==> config.mk <==
export PLATFORM = sky130hd
export DESIGN_NAME = adder_seq_ctrl
export DESIGN_NICKNAME = d
export VERILOG_FILES = /design/src/rtl/adder_seq_ctrl.sv
export SDC_FILE = /design/constraint.sdc
export NUM_CORES = 1
export LEC_CHECK = 0
export CELL_PAD_IN_SITES_DETAIL_PLACEMENT = 0
export CELL_PAD_IN_SITES_GLOBAL_PLACEMENT = 1
export CORE_MARGIN = 5
export CORE_UTILIZATION = 38
export DETAILED_ROUTE_END_ITERATION = 8
export HOLD_SLACK_MARGIN = 0.03
export PLACE_DENSITY = 0.92
export SLEW_MARGIN = 30
export SYNTH_ARGS = -nofsm -noshare
export SYNTH_HDL_FRONTEND = slang
export SYNTH_SLANG_ARGS = --single-unit
==> constraint.sdc <==
create_clock -name clk -period 4.7 [get_ports clk]
set_clock_uncertainty 0.05 [all_clocks]
set_input_delay 0.94 -clock clk [delete_from_list [all_inputs] [get_ports clk]]
set_output_delay 0.94 -clock clk [all_outputs]
set_load 0.1 [all_outputs]
==> src/rtl/adder_seq_ctrl.sv <==
`default_nettype none
// ============================================================================
//  Module   : adder_seq_ctrl
//  Purpose  : Adds two N*WORDS-bit operands by stepping one external N-bit
//             combinational adder through the operands one chunk per cycle,
//             LSB chunk first, and chaining the chunk carry between cycles.
//  Ports    : clk, rst                  - clock, synchronous active-high reset
//             start_valid/start_ready   - operand handshake (A_in, B_in, Cin_in)
//             add_A/add_B/add_Cin       - chunk operands driven to the adder
//             add_Sum/add_Cout          - chunk result returned by the adder
//             Sum_out/Cout_out          - wide result
//             done_valid/done_ready     - result handshake
//             busy                      - high while chunks are being added
//  Revision : 1.0 - initial release
// ============================================================================
module adder_seq_ctrl #(
    parameter int N     = 4,
    parameter int WORDS = 4
) (
    input  logic               clk,
    input  logic               rst,
    input  logic               start_valid,
    output logic               start_ready,
    input  logic [N*WORDS-1:0] A_in,
    input  logic [N*WORDS-1:0] B_in,
    input  logic               Cin_in,
    output logic [N-1:0]       add_A,
    output logic [N-1:0]       add_B,
    output logic               add_Cin,
    input  logic [N-1:0]       add_Sum,
    input  logic               add_Cout,
    output logic [N*WORDS-1:0] Sum_out,
    output logic               Cout_out,
    output logic               done_valid,
    input  logic               done_ready,
    output logic               busy
);

    localparam int c_width = N * WORDS;
    // A one-chunk operation still needs a 1-bit index register.
    localparam int c_idx_w = (WORDS > 1) ? $clog2(WORDS) : 1;

    localparam logic [c_idx_w-1:0] c_last_idx = c_idx_w'(WORDS - 1);
    localparam logic [c_idx_w-1:0] c_idx_one  = c_idx_w'(1);

    localparam logic [1:0] c_idle = 2'd0;
    localparam logic [1:0] c_run  = 2'd1;
    localparam logic [1:0] c_done = 2'd2;

    logic [1:0]         r_state;
    logic [1:0]         w_state_nxt;
    logic [c_idx_w-1:0] r_idx;
    logic               r_carry;
    logic [c_width-1:0] r_a;
    logic [c_width-1:0] r_b;
    logic [c_width-1:0] r_sum;
    logic               r_cout;
    logic               w_last;
    logic [31:0]        w_off;

    assign w_last = (r_idx == c_last_idx);
    // Bit offset of the chunk currently on the adder.
    assign w_off  = 32'(r_idx) * 32'(N);

    assign start_ready = (r_state == c_idle);
    assign busy        = (r_state == c_run);
    assign done_valid  = (r_state == c_done);
    assign Sum_out     = r_sum;
    assign Cout_out    = r_cout;

    // Adder inputs are forced to zero outside RUN so the shared adder sees
    // quiet operands while this block is idle or holding a result.
    always_comb begin
        add_A   = '0;
        add_B   = '0;
        add_Cin = 1'b0;
        if (r_state == c_run) begin
            add_A   = r_a[w_off +: N];
            add_B   = r_b[w_off +: N];
            add_Cin = r_carry;
        end
    end

    always_comb begin
        w_state_nxt = r_state;
        case (r_state)
            c_idle:  if (start_valid) w_state_nxt = c_run;
            c_run:   if (w_last)      w_state_nxt = c_done;
            c_done:  if (done_ready)  w_state_nxt = c_idle;
            default: w_state_nxt = c_idle;
        endcase
    end

    always_ff @(posedge clk) begin
        if (rst) begin
            r_state <= c_idle;
        end else begin
            r_state <= w_state_nxt;
        end
    end

    always_ff @(posedge clk) begin
        if (rst) begin
            r_idx   <= '0;
            r_carry <= 1'b0;
            r_a     <= '0;
            r_b     <= '0;
            r_sum   <= '0;
            r_cout  <= 1'b0;
        end else begin
            case (r_state)
                c_idle: begin
                    if (start_valid) begin
                        r_a     <= A_in;
                        r_b     <= B_in;
                        r_carry <= Cin_in;
                        r_idx   <= '0;
                        r_sum   <= '0;
                        r_cout  <= 1'b0;
                    end
                end
                c_run: begin
                    r_sum[w_off +: N] <= add_Sum;
                    r_carry           <= add_Cout;
                    if (w_last) begin
                        // Final carry becomes the wide carry-out; it is not
                        // carried into the next operation (reloaded on accept).
                        r_cout <= add_Cout;
                        r_idx  <= '0;
                    end else begin
                        r_idx <= r_idx + c_idx_one;
                    end
                end
                default: begin
                end
            endcase
        end
    end

endmodule
`default_nettype wire

==> images/layers.png <==
Bar = 20 um.
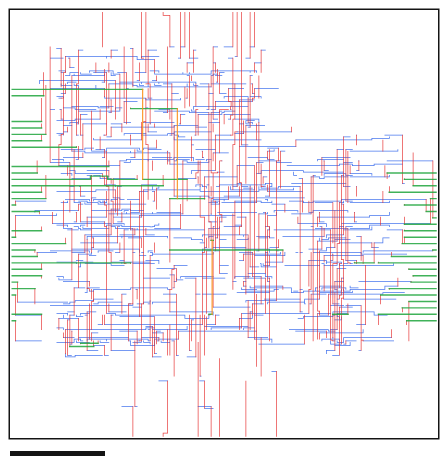
M3: in green, wire length 487 um. M4: in orange, wire length 53.7 um. M1: in blue, wire length 2,490 um. M2: in red, wire length 2,450 um.
GRT Total Usage: 0.133
Routed WL per cell: 14.0 um
wirelength, routed: 5480 um

==> images/port_trees.png <==
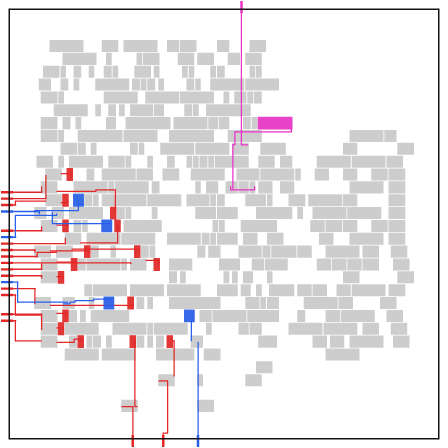
A_in: in red, bits 16, direction input, edge 14 west, 2 south, end cells 16, wire 284 um. Cout_out: in magenta, bits 1, direction output, edge north, end cells 1, wire 61.5 um. add_A: in blue, bits 4, direction output, edge 3 west, 1 south, end cells 4, wire 99.6 um.
I/O Pins: 71
I/O Buffers: 70

==> images/placed.png <==
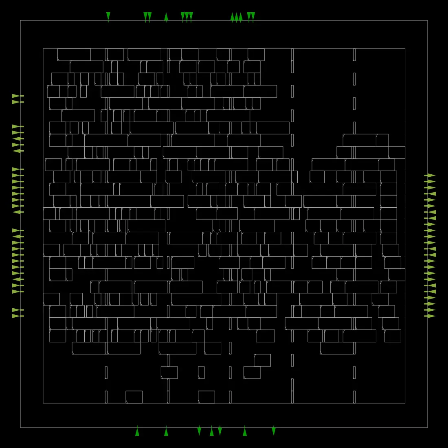
Seq/total area: 0.337
row cnt: 29
Non-Filler Instances: 392

==> summary.txt <==
Synth Register Bits: 54
CTS buffer count: 5
Top area cell types: dfxtp_1 (44%), nand2_1 (10%), a21oi_1 (6.9%)
CTS resizes: 0
Most used DFF post-synth: dfxtp_1
Critical-path cell list: nand2b_4 -> inv_1 -> clkdlybuf4s50_1
Overall Power: 0.985 mW
Area delta synth->final: 30.1%
Most frequent cells after synthesis: nand2_1 (68), dfxtp_1 (54), a21oi_1 (34)
Pleak: 1.21 nW
FF-to-FF path depth: 5
Cts hold-fix bufs: 0
H-tree levels: 2
CP startpoint kind: flop
Hold depth: 2
Core area: 6350 um^2
Highest clock rate: 264 MHz
Global-route wire length before repair: 9090 um
Final Hold Vio Count: 0
FP Util: 0.389
Cell type with the largest total area: dfxtp_1
Status: completed
Nets: 362
TNS Setup: 0 ns
Hpwl dp: 3980 um
Largest net degree at the start of global routing: 45
Total gr overflow: 0
Worst slack, placed: 1.25 ns
Synth top area share: 0.438
WP data required: 3.71 ns
YS warnings: 0
DRT Pass-1 Iters: 4
Worst hold margin: 0.406 ns
CTS tree: built
Post-synthesis cell count: 252
Crit path from: r_state[0]
PD cells: 307 nW/um^2
Fin area: 3210 um^2
Die area: 8200 um^2
Reg-to-Reg Start: r_idx[0]
R2R setup slack: 2.38 ns
RSZ-0062 raised after global routing: false
Critical Path Sink Type: output pin
Crit path buffers/inverters: 2
Synth cell types: 36
Vias/cell: 4.92
Placed cell count: 384
Setup repair bufs after CTS: 0
Routability cong.: 0.777
# Cells Yosys: 252
==> images/pinout.png <==
Pins as bars across the die edge, other pins in gray.
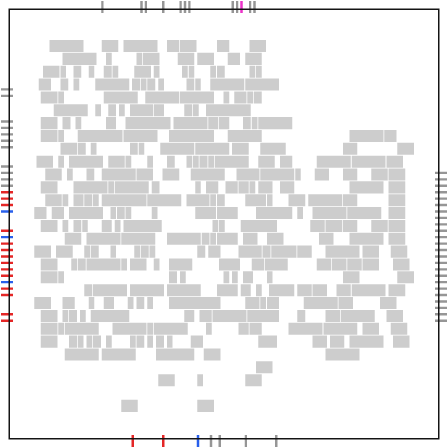
Cout_out: in magenta, pins 1, direction output, edge north. add_A: in blue, pins 4, direction output, edge 3 west, 1 south. A_in: in red, pins 16, direction input, edge 14 west, 2 south.
Die Wd: 90.6 um
Die Height: 90.6 um

==> images/clock_wires.png <==
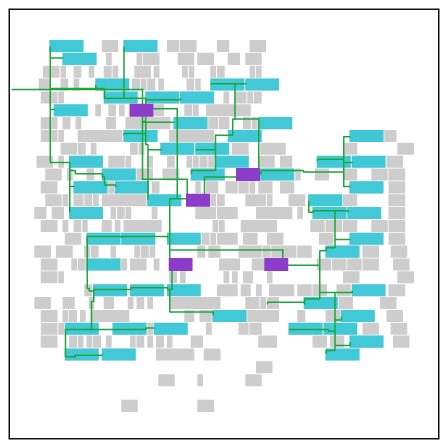
clock-net drivers: in purple, count 5. flip-flops: in cyan, count 54. clock wires: in green, length 592 um.
There are 6 routed clock nets.
Clock power frac: 0.315
clk_lat worst skew: 0.30 ns

layout make-up:
class	count	area (um^2)
Sequential cell	54	1080
Tap cell	77	96.3
Multi-Input combinational cell	175	1200
Clock inverter	3	45.0
Clock buffer	5	68.8
Timing Repair Buffer	72	696
Fill cell	597	3140
Inverter	6	22.5
placed cells by master (no fill, tap or decap), drive strengths merged, types with 2 or more instances in the layout:
master	n
nand3	3
nor2	6
clkinvlp	2
inv	6
a22oi	2
buf	10
a22o	16
dfxtp	54
mux4	8
ha	6
a21oi	37
nand2	68
and2	8
clkdlybuf4s50	62
nor4	3
clkbuf	5
mux2	4
flip-flops by register name, indices dropped and copies added, names as in the netlist:
signal / count
r_b: 16
r_idx: 2
r_a: 16
Cout_out: 1
Sum_out: 16
r_state: 2
r_carry: 1
metal layers:
| layer | track usage | vias up | wire [um] |
|---|---|---|---|
| met5 | 0 | - | 0 |
| met4 | 0.0335 | 0 | 53 |
| met3 | 0.0492 | 6 | 486 |
| met2 | 0.208 | 67 | 2450 |
| met1 | 0.174 | 860 | 2490 |
| li1 | - | 996 | - |
cell families (layout without fill, tap and decap cells):
logic type | after synthesis | after routing | synth area share
AND/OR/NAND/NOR | 97 | 97 | 0.194
adder cells (fa/ha/maj) | 6 | 6 | 0.0304
buffers and inverters | 23 | 86 | 0.0750
multiplexers | 13 | 13 | 0.108
flip-flops | 54 | 54 | 0.438
AND-OR/OR-AND | 59 | 59 | 0.155
power by group:
group,internal (mW),switching [mW],total (mW)
registers,0.478,0.0184,0.497
logic,0.0763,0.101,0.178
clock network,0.159,0.152,0.311
worst register-to-register path: stages (launching register included):
cell	delay, ns
dfxtp_1	0.92
inv_1	0.21
ha_1	0.44
nor4_1	0.23
and3_1	0.27
a22o_1	0.16
No activity file was given, so power comes from the tool's default toggle rates.
